**Run 1: cells coloured by class**

Scale bar: 20 um. Fill, decap, tap and diode cells in grey.
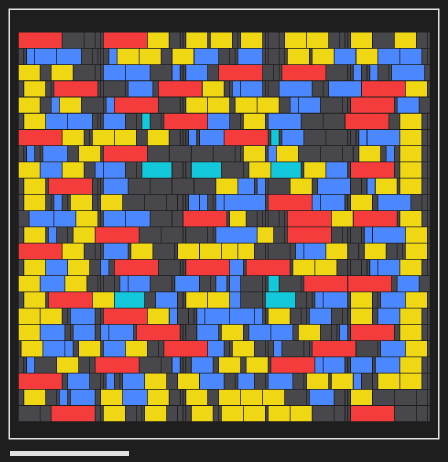
**Run 1: local utilization**

7 x 7 tiles, from white (low) to dark blue (high), 0 to 100% covered.
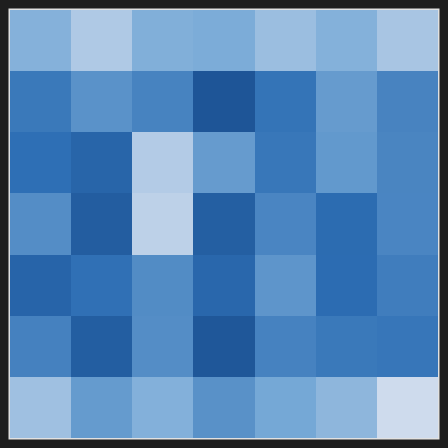
**Run 1: routing congestion**

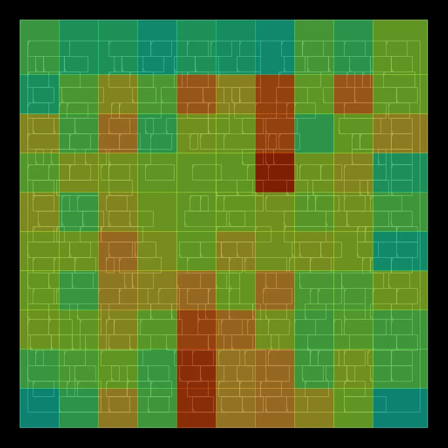
===== src/rtl/regfile_pkg.sv =====
// Shared constants and types for the register-file write-port arbiter.
package regfile_pkg;

  localparam int unsigned NUM_REGS = 32;
  localparam int unsigned ADDR_W   = $clog2(NUM_REGS);
  localparam int unsigned DATA_W   = 32;

  // Requester indices into the grant vector; also the encoding of last_grant.
  localparam logic PORT_ALU  = 1'b0;
  localparam logic PORT_LOAD = 1'b1;

  typedef enum logic [0:0] {
    ST_CLEAR = 1'b0,
    ST_RUN   = 1'b1
  } state_e;

endpackage


===== src/rtl/rr_pick2.sv =====
// Two-input round-robin picker: one-hot grant, ties go to the port that did not win last.
module rr_pick2
  import regfile_pkg::*;
(
  input  logic       valid0_i,
  input  logic       valid1_i,
  input  logic       last_grant_i,
  output logic [1:0] grant_o
);

  // Port 0 wins a tie when port 1 was granted last, and vice versa.
  always_comb begin
    grant_o            = 2'b00;
    grant_o[PORT_ALU]  = valid0_i & (~valid1_i | last_grant_i);
    grant_o[PORT_LOAD] = valid1_i & (~valid0_i | ~last_grant_i);
  end

endmodule


===== src/rtl/regfile_wr_arbiter.sv =====
// Register-file write-port arbiter: shares one write port between ALU (port 0)
// and load (port 1) writeback, suppresses writes to register 0, and, when
// REGFILE_WR_CLEAR_EN is defined, zeroes registers 1..NUM_REGS-1 after reset.
module regfile_wr_arbiter #(
  parameter int unsigned NUM_REGS = regfile_pkg::NUM_REGS,
  parameter int unsigned ADDR_W   = $clog2(NUM_REGS),
  parameter int unsigned DATA_W   = regfile_pkg::DATA_W
) (
  input  logic              clock,
  input  logic              ctrl_reset,
  input  logic              req0_valid,
  input  logic [ADDR_W-1:0] req0_addr,
  input  logic [DATA_W-1:0] req0_data,
  output logic              req0_ready,
  input  logic              req1_valid,
  input  logic [ADDR_W-1:0] req1_addr,
  input  logic [DATA_W-1:0] req1_data,
  output logic              req1_ready,
  output logic              ctrl_writeEnable,
  output logic [ADDR_W-1:0] ctrl_writeReg,
  output logic [DATA_W-1:0] data_writeReg,
  output logic              clear_done
);

  import regfile_pkg::*;

`ifdef REGFILE_WR_CLEAR_EN
  localparam state_e            RESET_STATE = ST_CLEAR;
  localparam logic [ADDR_W-1:0] LAST_REG    = ADDR_W'(NUM_REGS - 1);
  logic [ADDR_W-1:0] cnt_q, cnt_d;
`else
  localparam state_e RESET_STATE = ST_RUN;
`endif

  state_e            state_q, state_d;
  logic              last_grant_q, last_grant_d;
  logic              we_q, we_d;
  logic [ADDR_W-1:0] waddr_q, waddr_d;
  logic [DATA_W-1:0] wdata_q, wdata_d;

  logic              serve;
  logic [1:0]        grant;
  logic              xfer;
  logic [ADDR_W-1:0] sel_addr;
  logic [DATA_W-1:0] sel_data;

  rr_pick2 u_pick (
    .valid0_i     (req0_valid),
    .valid1_i     (req1_valid),
    .last_grant_i (last_grant_q),
    .grant_o      (grant)
  );

  // Ports are served only in RUN and never while reset is asserted.
  assign serve      = (state_q == ST_RUN) && !ctrl_reset;
  assign req0_ready = serve & grant[PORT_ALU];
  assign req1_ready = serve & grant[PORT_LOAD];
  assign clear_done = serve;
  assign xfer       = req0_ready | req1_ready;
  assign sel_addr   = req1_ready ? req1_addr : req0_addr;
  assign sel_data   = req1_ready ? req1_data : req0_data;

  assign ctrl_writeEnable = we_q;
  assign ctrl_writeReg    = waddr_q;
  assign data_writeReg    = wdata_q;

  // Next-state: clear sweep or granted writeback; idle cycles drop we and hold addr/data.
  always_comb begin
    state_d      = state_q;
    last_grant_d = last_grant_q;
    we_d         = 1'b0;
    waddr_d      = waddr_q;
    wdata_d      = wdata_q;
`ifdef REGFILE_WR_CLEAR_EN
    cnt_d        = cnt_q;
`endif
    case (state_q)
`ifdef REGFILE_WR_CLEAR_EN
      ST_CLEAR: begin
        we_d    = 1'b1;
        waddr_d = cnt_q;
        wdata_d = '0;
        cnt_d   = cnt_q + ADDR_W'(1);
        if (cnt_q == LAST_REG) begin
          state_d = ST_RUN;
        end
      end
`endif
      ST_RUN: begin
        if (xfer) begin
          last_grant_d = req1_ready ? PORT_LOAD : PORT_ALU;
          we_d         = (sel_addr != '0);
          waddr_d      = sel_addr;
          wdata_d      = sel_data;
        end
      end
      default: state_d = RESET_STATE;
    endcase
  end

  // State and output registers with synchronous reset.
  always_ff @(posedge clock) begin
    if (ctrl_reset) begin
      state_q      <= RESET_STATE;
      last_grant_q <= PORT_LOAD;
      we_q         <= 1'b0;
      waddr_q      <= '0;
      wdata_q      <= '0;
`ifdef REGFILE_WR_CLEAR_EN
      cnt_q        <= ADDR_W'(1);
`endif
    end else begin
      state_q      <= state_d;
      last_grant_q <= last_grant_d;
      we_q         <= we_d;
      waddr_q      <= waddr_d;
      wdata_q      <= wdata_d;
`ifdef REGFILE_WR_CLEAR_EN
      cnt_q        <= cnt_d;
`endif
    end
  end

endmodule


===== config.mk =====
export PLATFORM = sky130hd
export DESIGN_NAME = regfile_wr_arbiter
export DESIGN_NICKNAME = d
export VERILOG_FILES = /design/src/rtl/regfile_pkg.sv /design/src/rtl/rr_pick2.sv /design/src/rtl/regfile_wr_arbiter.sv
export SDC_FILE = /design/constraint.sdc
export NUM_CORES = 1
export LEC_CHECK = 0
export ABC_CLOCK_PERIOD_IN_PS = 3000
export CORE_UTILIZATION = 39
export DETAILED_ROUTE_END_ITERATION = 6
export PLACE_DENSITY = 0.85
export SETUP_SLACK_MARGIN = 0.3
export SYNTH_ARGS = -nofsm -noshare
export SYNTH_HDL_FRONTEND = slang
export SYNTH_HIERARCHICAL = 1
export SYNTH_SLANG_ARGS = --single-unit

===== constraint.sdc =====
create_clock -name clock -period 3 [get_ports clock]
set_input_delay 0.45 -clock clock [delete_from_list [all_inputs] [get_ports clock]]
set_output_delay 0.45 -clock clock [all_outputs]
set_load 0.01 [all_outputs]

==> impl_metrics.py, run 1 <==
# Metrics from the implementation run
metrics = {
    "status": {
        "run_status": "finished clean",
    },
    "clock_network": {
        "post_cts_hold_buffer_count": 0,
        "cts_sinks": 39,
        "cts_tree": "done",
        "numCtsBuffers": 5,
        "path_clk_slew_ps": 70,
        "clk_latency_ps": 280,
    },
    "die": {
        "placeableCoreArea_mm2": 0.004504,
        "tapCellCount": 52,
    },
    "finish": {
        "inverters": 3,
        "fillers": 365,
        "seqCellArea_um2": 780.7,
        "multiInputGateArea_mm2": 0.001046,
        "num-nets-final": 371,
        "highest_count_logic_cell_in_the_final_layout": "sky130_fd_sc_hd__clkdlybuf4s50_1",
        "synthToLayoutAreaGrowth_pct": 68.69,
        "sh_comb_area": 0.3273,
        "layoutNonFillerInstCount": 346,
        "seqAreaFraction": 0.2443,
    },
    "pwr": {
        "pwr-share-seq": 0.443,
        "total_leakage_power_nw": 1.305,
        "power.clock.fraction": 0.256,
    },
    "place": {
        "place_hpwl_um": 3488,
        "place.detailed.instances": 338,
        "dp_slack_ps": 583.5,
        "place.port_buffers": 118,
    },
    "detailed_routing": {
        "drtAntennaViolNets": 0,
        "dr.first_iter.drc_count": 47,
        "drt-pass1-iter-count": 3,
    },
    "setup_path": {
        "setup.worst_path.end_class": "output port",
        "worstPathMaxFanout": 3,
        "crit_arrival_ps": 1960,
    },
    "worst_hold_path": {
        "whs_path_depth": 2,
        "hp-start": "last_grant_q",
    },
    "timing": {
        "finalHoldViolations": 0,
    },
    "global_routing": {
        "grt_antenna_before_repair": 0,
        "grt_start_max_net_pins": 39,
    },
    "yosys": {
        "ys_seq_elements": 39,
        "ys_cells": 177,
    },
}
Back to the opening pictures, 'cells coloured by class':
Key: other buffers and delay cells = yellow [cells 122, share of their area 39%]; clock drivers and dummy loads = cyan [cells 8, share of their area 2.6%]; combinational and other logic = blue [cells 125, share of their area 34%]; flops = red [cells 39, share of their area 25%]

Back to the opening pictures, 'local utilization':
The mean over all tiles is 61%. The fullest tile reaches 85%. 20% of the tiles are over 75% full.
Util after Layout: 0.7094
floorplan-stage core utilization: 0.4206

Back to the opening pictures, 'routing congestion':
met3 track demand over resource in global routing: 0.07876
Routed WL per cell: 13.86 um
global-route usage over all layers: 0.1897

==> run 1: routing by layer <==
metal  global-route usage  share of wire  up-vias
met5                    0              0        -
met4              0.05229          0.015        0
met3              0.07876          0.088        6
met2               0.3501           0.51       74
met1               0.1963           0.39      786
li1                     -              -      840
==> run 1: cell usage after synthesis <==
cell type	count
sky130_fd_sc_hd__a21boi_0	1
sky130_fd_sc_hd__a21boi_1	1
sky130_fd_sc_hd__and2b_1	1
sky130_fd_sc_hd__buf_2	6
sky130_fd_sc_hd__buf_4	2
sky130_fd_sc_hd__buf_6	2
sky130_fd_sc_hd__clkbuf_1	3
sky130_fd_sc_hd__dfxtp_1	39
sky130_fd_sc_hd__inv_1	3
sky130_fd_sc_hd__mux2_2	29
sky130_fd_sc_hd__mux2_4	8
sky130_fd_sc_hd__mux2i_1	37
sky130_fd_sc_hd__nor2_1	38
sky130_fd_sc_hd__nor2b_1	1
sky130_fd_sc_hd__o21ai_0	2
sky130_fd_sc_hd__o21ai_1	2
sky130_fd_sc_hd__or4_1	2
==> run 1: power by group through the flow <==
stage          Combinational [mW]  Clock [mW]  Sequential [mW]
6_report                    0.395       0.337            0.582
5_1_grt                     0.424       0.372            0.588
4_1_cts                     0.400       0.354            0.583
3_5_place_dp                0.397           0            0.594
3_3_place_gp                0.393           0            0.592
2_1_floorplan               0.166           0            0.613
==> run 1: flip-flops by register name, indices dropped and copies added, names as in the netlist <==
register and count:
ctrl_writeEnable 1, ctrl_writeReg 5, last_grant_q 1, data_writeReg 32
==> run 1: critical path: cells and delay by family <==
kind / cells / cell delay, ps
AND/OR/NAND/NOR: 1 / 210
buffers and inverters: 2 / 1110
AND-OR/OR-AND: 1 / 190
**Run 1: I/O nets highlighted**

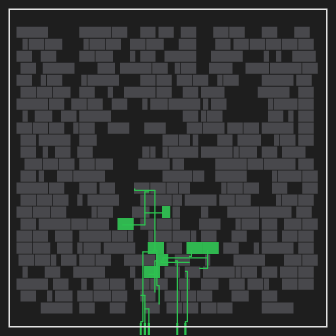

==> run 2, diff against run 1 <==
--- a/config.mk
+++ b/config.mk
@@ -5,10 +5,10 @@
 export SDC_FILE = /design/constraint.sdc
 export NUM_CORES = 1
 export LEC_CHECK = 0
-export ABC_CLOCK_PERIOD_IN_PS = 3000
-export CORE_UTILIZATION = 39
+export ABC_CLOCK_PERIOD_IN_PS = 2100
+export CORE_UTILIZATION = 33
 export DETAILED_ROUTE_END_ITERATION = 6
-export PLACE_DENSITY = 0.85
+export PLACE_DENSITY = 0.76
 export SETUP_SLACK_MARGIN = 0.3
 export SYNTH_ARGS = -nofsm -noshare
 export SYNTH_HDL_FRONTEND = slang
==> constraint.sdc (replaced) <==
create_clock -name clock -period 2.1 [get_ports clock]
set_input_delay 0.315 -clock clock [delete_from_list [all_inputs] [get_ports clock]]
set_output_delay 0.315 -clock clock [all_outputs]
set_load 0.01 [all_outputs]
**Run 2: I/O nets highlighted**

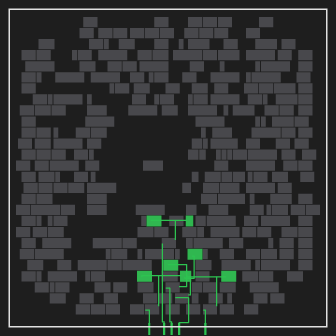
Key: req1_addr = green [direction input, end cells 7, buffers 5, wire 125 um]

**Run 2: local utilization**

8 x 8 tiles, from white (low) to dark blue (high), 0 to 100% covered.
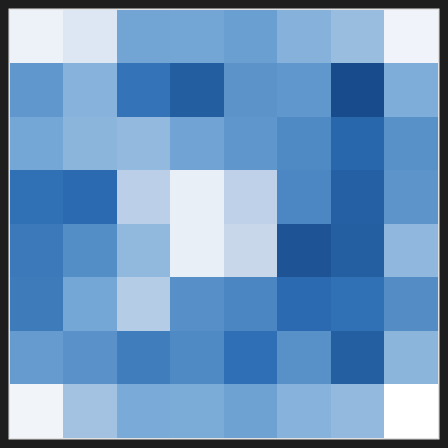
The mean over all tiles is 52%. 1.6% of the tiles are nearly empty. The emptiest ninth of the die: centre. The densest ninth of the die: middle right. The fullest tile reaches 89%. 14% of the tiles are over 75% full.
placeable core area: 0.005507 mm2
floorplan-stage core utilization: 0.3440
Util after Layout: 0.5924

==> run 2 against run 1 <==
  * Area after synthesis did not move
  * Non-clock buffer count grew 3
  * Setup slack worse by 220 ps
  * Synthesized cell count unchanged
  * Total power rose by 48%
  * Highest routed layer unchanged
  * Critical path depth shrank 1
  * Flip-flop count is the same
  * Clock skew fell by 0.87 ps
  * Die size up 18%
  * First-iteration DRC count down 19%
==> impl_metrics.py, run 2 <==
# Metrics from the implementation run
metrics = {
    "pwr": {
        "power.share.combinational": 0.294,
        "cell_internal_pwr_mw": 1.478,
        "totalPowerFinal_mw": 1.941,
        "pwr-share-seq": 0.429,
        "total_leakage_power_nw": 1.335,
        "power.clock.fraction": 0.277,
        "swShare": 0.2389,
    },
    "yosys": {
        "edf_count": 0,
        "netlist.top_cell.by_instances": "sky130_fd_sc_hd__dfxtp_1",
        "yosys-top-cells-area": "sky130_fd_sc_hd__dfxtp_1, sky130_fd_sc_hd__mux2i_1, sky130_fd_sc_hd__mux2_2, sky130_fd_sc_hd__nor2_1, sky130_fd_sc_hd__mux2_4",
        "yosys_most_used_dff": "sky130_fd_sc_hd__dfxtp_1",
        "chip_area_line_of_the_yosys_report_mm2": 0.001894,
        "ys_seq_elements": 39,
        "synth.top_cells.by_count": "sky130_fd_sc_hd__dfxtp_1, sky130_fd_sc_hd__nor2_1, sky130_fd_sc_hd__mux2i_1",
        "ys_cells": 177,
        "postSynth.asyncResetShare": 0,
    },
    "setup_path": {
        "crit_arrival_ps": 1420,
        "setup.worst_path.end_class": "output port",
        "cp-start-kind": "input pin",
        "critPathMaxStageDelay_ps": 540,
        "worstPathMaxFanout": 5,
    },
    "timing": {
        "finalHoldViolations": 0,
        "timing_worst_slew_pin_value_ps": 466.3,
        "final_max_slew_viol_count": 0,
        "rsz_0062_raised_after_global_routing": "yes",
        "timing.fmax_ghz": 0.5770,
        "share_of_the_clock_period_used_by_the_worst_path_after_layout": 0.8252,
        "finalSetupTns_ps": 0,
        "finalHoldWorstSlack_ps": 539.8,
        "setup_slack_ps": 367.0,
    },
    "die": {
        "die.size.y_um": 77.77,
        "chip_area_mm2": 0.006047,
    },
    "detailed_routing": {
        "drtAntennaViolNets": 0,
        "drt-pass1-iter-count": 3,
        "dr.first_iter.drc_count": 38,
        "wire_per_inst_um": 13.16,
        "postRouteWirelength_um": 4857,
    },
    "finish": {
        "antenna_cells": 0,
        "design_area_mm2": 0.003262,
        "highest_count_logic_cell_in_the_final_layout": "sky130_fd_sc_hd__clkdlybuf4s50_1",
        "synthToLayoutAreaGrowth_pct": 72.19,
        "flip_flop_count_of_the_largest_register_after_layout": 32,
        "num-nets-final": 374,
        "layoutNonFillerInstCount": 369,
    },
    "status": {
        "run_status": "finished clean",
    },
    "place": {
        "place_hpwl_um": 3571,
        "place.detailed.instances": 361,
        "place.port_buffers": 118,
        "dp_slack_ps": -1.697,
    },
    "global_routing": {
        "globalRouteTotalUtil": 0.1631,
        "grt_start_max_net_pins": 39,
        "grt_antenna_before_repair": 0,
    },
    "clock_network": {
        "cts_tree": "done",
        "cts_sinks": 39,
        "clk_latency_ps": 280,
        "path_clk_slew_ps": 70,
        "post_cts_hold_buffer_count": 0,
        "numCtsBuffers": 5,
    },
    "run": {
        "tool_warnings": 27,
    },
}
**Run 2: routing congestion**

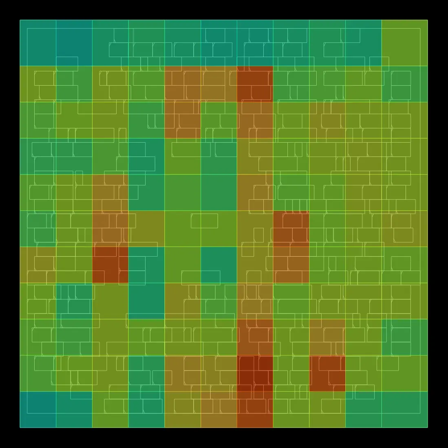
GRT met1 Usage: 0.1857
most congested layer reported by global routing: met2

[run 2: cell counts after synthesis]
Identical to the previous run, type by type.
[run 2: power by group through the flow]
stage	Sequential, mW	Combinational, mW	Clock, mW
finish	0.833	0.572	0.537
global route	0.840	0.615	0.593
CTS	0.833	0.578	0.564
detailed placement	0.850	0.576	0
global placement	0.849	0.565	0
floorplan	0.876	0.238	0
[run 2: what timing repair did]
| item | in CTS | in global routing |
|---|---|---|
| buffers inserted | 0 | 0 |
| setup endpoints to repair | 3 | 7 |
| pin swaps | 0 | 0 |
| gates resized | 5 | 5 |
| hold endpoints to repair | 0 | 0 |
[run 2: cells by family (layout without fill, tap and decap cells)]
group                  count (synthesis)  count (layout)  share of synthesized area
and+or+nand+nor                       42              42                    0.09049
muxes                                 74              74                     0.4313
DFF                                   39              39                     0.4122
buffers and inverters                 16             136                    0.04755
AOI/OAI and AO/OA                      6               6                    0.01850
[run 2: layer usage]
metal,vias up,GRT usage,routed length (um)
met5,-,0,0
met4,0,0.04528,39
met3,5,0.04824,376
met2,66,0.2929,2363
met1,803,0.1857,2078
li1,849,-,-
[run 2: final timing paths]
check	depth (start not counted)	startpoint	endpoint	slack, ps
max	3	ctrl_reset	clear_done	370
min	2	last_grant_q	last_grant_q	540
max reg2reg	6	last_grant_q	data_writeReg[26]	460
min reg2reg	2	last_grant_q	last_grant_q	540
[run 2: worst max-delay path, delay by kind of cell]
family / cells / cell delay (ps)
buffers and inverters: 3 / 1100
[run 2: area by class of cell]
cell class	count	area (um2)
inverters	3	11.26
fillers	507	2245
well taps	72	90.09
clock buffers	8	100.1
repair buffers	125	1234
flip-flops and latches	39	780.7
multi-input cells	122	1046
No activity file was given, so power comes from the tool's default toggle rates.
